Wiring heat map:
(1 px per um) 33 x 33 tiles, from dark blue (low) to red (high), scaled to the fullest tile. Values are wire area over tile area, all layers added.
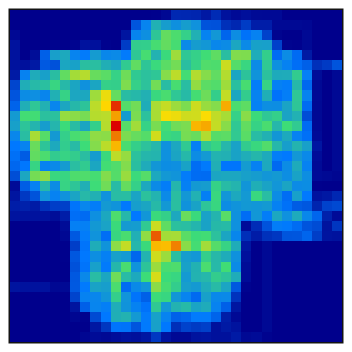
Sequential cells colored by netlist name:
(1.5 px per um)
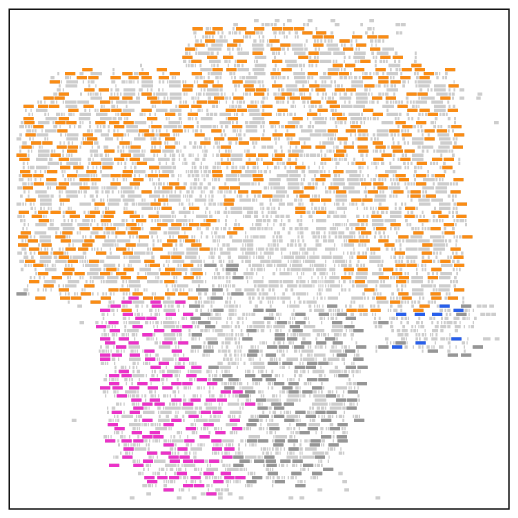
Metal layers overlaid:
(1 px per um) Two of the layers only.
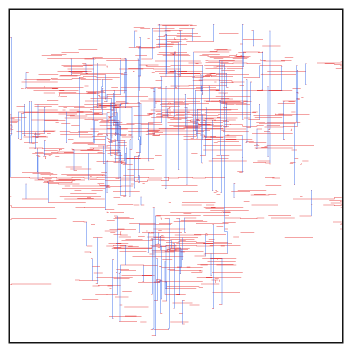
File: src/rtl/mmac_tile_sequencer.sv
// mmac_tile_sequencer
//
// Sequences one shared multiply-accumulate datapath to compute
// C = sum over t of (A_t x B_t) for square M_SIZE x M_SIZE tiles.
// Operand pairs are loaded into internal A/B tile buffers. An i/j/k loop then
// runs one MAC per cycle, and results accumulate across num_tiles K-tiles.
// The result matrix streams out row-major with a valid/ready handshake.
//
// Ports:
//   clk        clock
//   rst        synchronous reset, active low
//   start      begin a job (sampled only when idle)
//   num_tiles  number of K-tiles to accumulate, captured on start
//   abort      synchronous job cancel (ignored when idle)
//   in_valid   operand beat valid
//   in_ready   operand beat accepted when in_valid && in_ready
//   in_a       A element, row-major
//   in_b       B element, row-major
//   out_valid  result element valid
//   out_ready  downstream accepts result
//   out_data   C element, row-major
//   out_last   high with the final C element
//   busy       high whenever a job is in progress
//   done       one-cycle pulse after the last output handshake

module mmac_tile_sequencer #(
    parameter int unsigned ELEM_W     = 8,
    parameter int unsigned ACC_W      = 32,
    parameter int unsigned M_SIZE     = 4,
    parameter int unsigned TILE_CNT_W = 8
) (
    input  logic                  clk,
    input  logic                  rst,
    input  logic                  start,
    input  logic [TILE_CNT_W-1:0] num_tiles,
    input  logic                  abort,
    input  logic                  in_valid,
    output logic                  in_ready,
    input  logic [ELEM_W-1:0]     in_a,
    input  logic [ELEM_W-1:0]     in_b,
    output logic                  out_valid,
    input  logic                  out_ready,
    output logic [ACC_W-1:0]      out_data,
    output logic                  out_last,
    output logic                  busy,
    output logic                  done
);

    localparam int unsigned LOG_M = $clog2(M_SIZE);
    localparam int unsigned NELEM = M_SIZE * M_SIZE;
    localparam int unsigned IDX_W = 2 * LOG_M;
    localparam int unsigned MAC_W = 3 * LOG_M;
    localparam int unsigned PROD_W = 2 * ELEM_W;

    localparam logic [IDX_W-1:0]      IDX_LAST = IDX_W'(NELEM - 1);
    localparam logic [IDX_W-1:0]      IDX_ONE  = IDX_W'(1);
    localparam logic [MAC_W-1:0]      MAC_ONE  = MAC_W'(1);
    localparam logic [MAC_W-1:0]      MAC_LAST = {MAC_W{1'b1}};
    localparam logic [TILE_CNT_W-1:0] TILE_ONE = TILE_CNT_W'(1);

    typedef enum logic [1:0] {
        StIdle,
        StLoad,
        StComp,
        StDrain
    } state_e;

    state_e state_q, state_d;

    logic [TILE_CNT_W-1:0] num_tiles_q;
    logic [TILE_CNT_W-1:0] tile_cnt_q;
    // Shared element index: load position in LOAD, output position in DRAIN.
    logic [IDX_W-1:0]      idx_q;
    // MAC loop counter laid out as {i, j, k}, so k is innermost and i outermost.
    logic [MAC_W-1:0]      mac_cnt_q;
    logic                  done_q;

    logic [ELEM_W-1:0] abuf [NELEM];
    logic [ELEM_W-1:0] bbuf [NELEM];
    logic [ACC_W-1:0]  acc  [NELEM];

    // Control strobes from the next-state logic.
    logic job_start;
    logic load_we;
    logic mac_en;
    logic drain_adv;
    logic done_d;

    // MAC datapath
    logic [LOG_M-1:0]  mi, mj, mk;
    logic [IDX_W-1:0]  a_idx, b_idx, acc_idx;
    logic [PROD_W-1:0] prod;
    logic [ACC_W-1:0]  prod_ext;
    logic              last_mac;
    logic [TILE_CNT_W:0] tile_next;
    logic              more_tiles;

    assign mi = mac_cnt_q[MAC_W-1 -: LOG_M];
    assign mj = mac_cnt_q[2*LOG_M-1 -: LOG_M];
    assign mk = mac_cnt_q[LOG_M-1:0];

    assign a_idx   = {mi, mk};
    assign b_idx   = {mk, mj};
    assign acc_idx = {mi, mj};

    assign prod     = PROD_W'(abuf[a_idx]) * PROD_W'(bbuf[b_idx]);
    // Zero-extends or truncates the product to the accumulator width.
    assign prod_ext = ACC_W'(prod);

    assign last_mac   = (mac_cnt_q == MAC_LAST);
    assign tile_next  = {1'b0, tile_cnt_q} + (TILE_CNT_W + 1)'(1);
    assign more_tiles = (tile_next < {1'b0, num_tiles_q});

    always_comb begin
        state_d   = state_q;
        in_ready  = 1'b0;
        out_valid = 1'b0;
        out_last  = 1'b0;
        out_data  = '0;
        job_start = 1'b0;
        load_we   = 1'b0;
        mac_en    = 1'b0;
        drain_adv = 1'b0;
        done_d    = 1'b0;

        unique case (state_q)
            StIdle: begin
                if (start && !abort) begin
                    job_start = 1'b1;
                    state_d   = (num_tiles == '0) ? StDrain : StLoad;
                end
            end
            StLoad: begin
                in_ready = 1'b1;
                if (in_valid) begin
                    load_we = 1'b1;
                    if (idx_q == IDX_LAST) begin
                        state_d = StComp;
                    end
                end
            end
            StComp: begin
                mac_en = 1'b1;
                if (last_mac) begin
                    state_d = more_tiles ? StLoad : StDrain;
                end
            end
            StDrain: begin
                out_valid = 1'b1;
                out_data  = acc[idx_q];
                out_last  = (idx_q == IDX_LAST);
                if (out_ready) begin
                    drain_adv = 1'b1;
                    if (idx_q == IDX_LAST) begin
                        state_d = StIdle;
                        done_d  = 1'b1;
                    end
                end
            end
            default: state_d = StIdle;
        endcase

        // Abort wins over everything in the same cycle: no beat is taken, no
        // result is handed over and no done is raised.
        if (abort && state_q != StIdle) begin
            state_d   = StIdle;
            in_ready  = 1'b0;
            out_valid = 1'b0;
            out_last  = 1'b0;
            load_we   = 1'b0;
            mac_en    = 1'b0;
            drain_adv = 1'b0;
            done_d    = 1'b0;
        end
    end

    always_ff @(posedge clk) begin
        if (!rst) begin
            state_q     <= StIdle;
            num_tiles_q <= '0;
            tile_cnt_q  <= '0;
            idx_q       <= '0;
            mac_cnt_q   <= '0;
            done_q      <= 1'b0;
            abuf        <= '{default: '0};
            bbuf        <= '{default: '0};
            acc         <= '{default: '0};
        end else begin
            state_q <= state_d;
            done_q  <= done_d;

            if (job_start) begin
                num_tiles_q <= num_tiles;
                tile_cnt_q  <= '0;
                idx_q       <= '0;
                mac_cnt_q   <= '0;
                acc         <= '{default: '0};
            end

            if (load_we) begin
                abuf[idx_q] <= in_a;
                bbuf[idx_q] <= in_b;
                // Wraps to zero after the last element, ready for the next phase.
                idx_q       <= idx_q + IDX_ONE;
            end

            if (mac_en) begin
                acc[acc_idx] <= acc[acc_idx] + prod_ext;
                mac_cnt_q    <= mac_cnt_q + MAC_ONE;
                if (last_mac) begin
                    tile_cnt_q <= tile_cnt_q + TILE_ONE;
                end
            end

            if (drain_adv) begin
                idx_q <= idx_q + IDX_ONE;
            end
        end
    end

    assign busy = (state_q != StIdle);
    assign done = done_q;

endmodule

File: config.mk
export PLATFORM = sky130hd
export DESIGN_NAME = mmac_tile_sequencer
export DESIGN_NICKNAME = d
export VERILOG_FILES = /design/src/rtl/mmac_tile_sequencer.sv
export SDC_FILE = /design/constraint.sdc
export NUM_CORES = 2
export LEC_CHECK = 0
export CORE_MARGIN = 4
export CORE_UTILIZATION = 40
export CTS_BUF_LIST = sky130_fd_sc_hd__clkbuf_2
export CTS_CLUSTER_SIZE = 8
export DETAILED_ROUTE_END_ITERATION = 7
export PLACE_DENSITY = 0.62
export SETUP_SLACK_MARGIN = 0.05
export SLEW_MARGIN = 20
export SYNTH_ARGS = -nofsm -noshare
export SYNTH_HDL_FRONTEND = slang
export SYNTH_SLANG_ARGS = --single-unit
File: constraint.sdc
create_clock -name clk -period 9 [get_ports clk]
set_clock_uncertainty 0.2 [all_clocks]
set_input_delay 1.8 -clock clk [delete_from_list [all_inputs] [get_ports clk]]
set_output_delay 1.8 -clock clk [all_outputs]
set_load 0.05 [all_outputs]
==> summary.txt <==
run results: outcome=finished clean, TritonRoute pass-1 iters=8, CTS tree=done, switch share=27.8%, switching pwr=1780 uW, Worst R2R Setup Slack=1300 ps, Synth Seq Share=38.0%, count of library flops with an enable pin=0, Initial Utilization=40.4%, Basic Gates by Area=17.5%, post-route setup TNS=0 ps, tool warnings=37, wire length per cell=23.5 um, die extent in y=332 um, fin nets=4,476, CTS sink count=797, f_max=0.130 GHz, Tot GR Track Use=24.6%, slew at the pin closest to its max-slew limit=1230 ps, final worst setup slack=1300 ps, net count after synthesis=4,510, register share of total power=55.1%, PwrDens=141 nW/um^2, clk ins delay skew pair=1530 ps, Syn Area/Cell=9.60 um^2, Clock Power Share=41.0%, Rel. slew slack=18.1%, Mapped Cells=4,376, Setup crit end kind=flip-flop, DP Area=43,600 um^2, crit path launch type=flip-flop, fin. max-slew vios=0, clk slew on worst S/H paths=110 ps, die area=110,000 um^2, hold worst-path end=acc[412], Layout area overhead=8.29%, RD Place Congestion=0.855, area leader, netlist=dfxtp_1, share of the synthesized area in the top cell type=38.0%
-- 'wiring heat map' (at the start) --
fullest tile	0.78
tiles over half the peak	16%
nearly empty tiles	26%
mean over tiles	0.21
emptiest ninth of the die	south-east

-- 'sequential cells colored by netlist name' (at the start) --
color	netlist name	flops
magenta	`bbuf`	128
orange	`acc`	512
blue	`tile_cnt_q`	8
not colored	149

-- 'metal layers overlaid' (at the start) --
color	layer	wire length
blue	metal 4	6,130 um
red	metal 3	12,500 um

## how the worst max path moves through the flow
| stage | start | end | slack [ps] | cells past startpoint |
|---|---|---|---|---|
| final | mac_cnt_q[2] | acc[95] | 1300 | 20 |
| after global routing | mac_cnt_q[2] | acc[95] | 680 | 22 |
| after CTS | mac_cnt_q[2] | acc[95] | 1170 | 20 |
| after detailed placement | mac_cnt_q[2] | acc[95] | 1190 | 20 |
| after global placement | mac_cnt_q[2] | acc[127] | 1250 | 20 |
| after floorplan | mac_cnt_q[2] | acc[443] | 1970 | 25 |
## placed cells by master, fill, tap and decap left out, types with 9 or more instances in the layout
cell / instances
o21ai_0: 297
nor2_2: 19
dfxtp_1: 787
o21ai_1: 52
buf_4: 80
clkdlybuf4s50_1: 65
nor2b_1: 44
nand2_1: 1020
nor2_1: 46
fa_1: 50
a22oi_1: 17
and3_1: 14
ha_1: 54
inv_1: 107
clkinv_1: 34
o21ai_2: 20
a21oi_1: 16
and2_1: 155
mux4_2: 381
xnor2_1: 13
nand3_1: 311
a21boi_0: 423
xor2_1: 14
clkbuf_2: 317
o21a_1: 9
## area by class of cell
class | instances | area [um^2]
Antenna cell | 1 | 2.50
Clock inverter | 55 | 339
Timing Repair Buffer | 150 | 1350
Clock buffer | 317 | 1590
Fill cell | 10200 | 58400
Sequential cell | 797 | 16000
Tap cell | 1380 | 1730
Multi-Input combinational cell | 3074 | 24100
Inverter | 107 | 402
## sequential cells by signal, summed over array words and instances, names as in the netlist
register and count:
abuf 128, acc 512, bbuf 128, done 1
idx_q 4, mac_cnt_q 6, num_tiles_q 8, state_q 2
tile_cnt_q 8
## power groups by stage
| stage | clock [uW] | combinational (uW) | sequential (uW) |
|---|---|---|---|
| after global routing | 2860 | 265 | 3530 |
| final | 2630 | 254 | 3530 |
| after global placement | 0 | 249 | 3610 |
| after detailed placement | 0 | 248 | 3610 |
| after CTS | 2680 | 248 | 3530 |
| after floorplan | 0 | 157 | 3610 |
## worst max-delay path: stages, from the launching register on
cell and delay, ps:
dfxtp_4 840, buf_12 540, mux4_2 580, mux4_2 480, inv_1 170, fa_1 190
inv_1 50, fa_1 500, fa_1 540, inv_1 50, fa_1 470, inv_1 40
ha_1 390, and3_1 190, o311ai_1 120, a211oi_1 470, o31ai_4 190, nor4_4 400
nand3_2 150, xor2_2 730, o21ai_0 170
## stage by stage
step           utilization, %  power (uW)  hold slack (ps)  std cells
3_5_place_dp             41.9        3860              254       5508
6_report                 43.8        6420              267       5881
3_3_place_gp             41.9        3860              245       5508
2_1_floorplan               -        3770              233       4376
4_1_cts                  43.8        6460              269       5880
5_1_grt                  43.8        6660              284       5881
## cells by family (layout without fill, tap and decap cells)
logic type	Yosys count	count (layout)
AND-OR/OR-AND	882	882
XOR/XNOR	34	34
adder cells (fa/ha/maj)	104	104
buffers and inverters	505	629
flip-flops	797	797
multiplexers	388	388
other	0	1
AND/OR/NAND/NOR	1666	1666
## per-layer routing
layer	up-vias	share of wire [%]	wire length, um
met2	1613	45	62400
met1	16700	41	57100
li1	15400	-	-
met5	-	0	0
met4	0	4.4	6130
met3	370	9.1	12500
Power figures rest on the tool's default switching activity, not on a simulated workload.
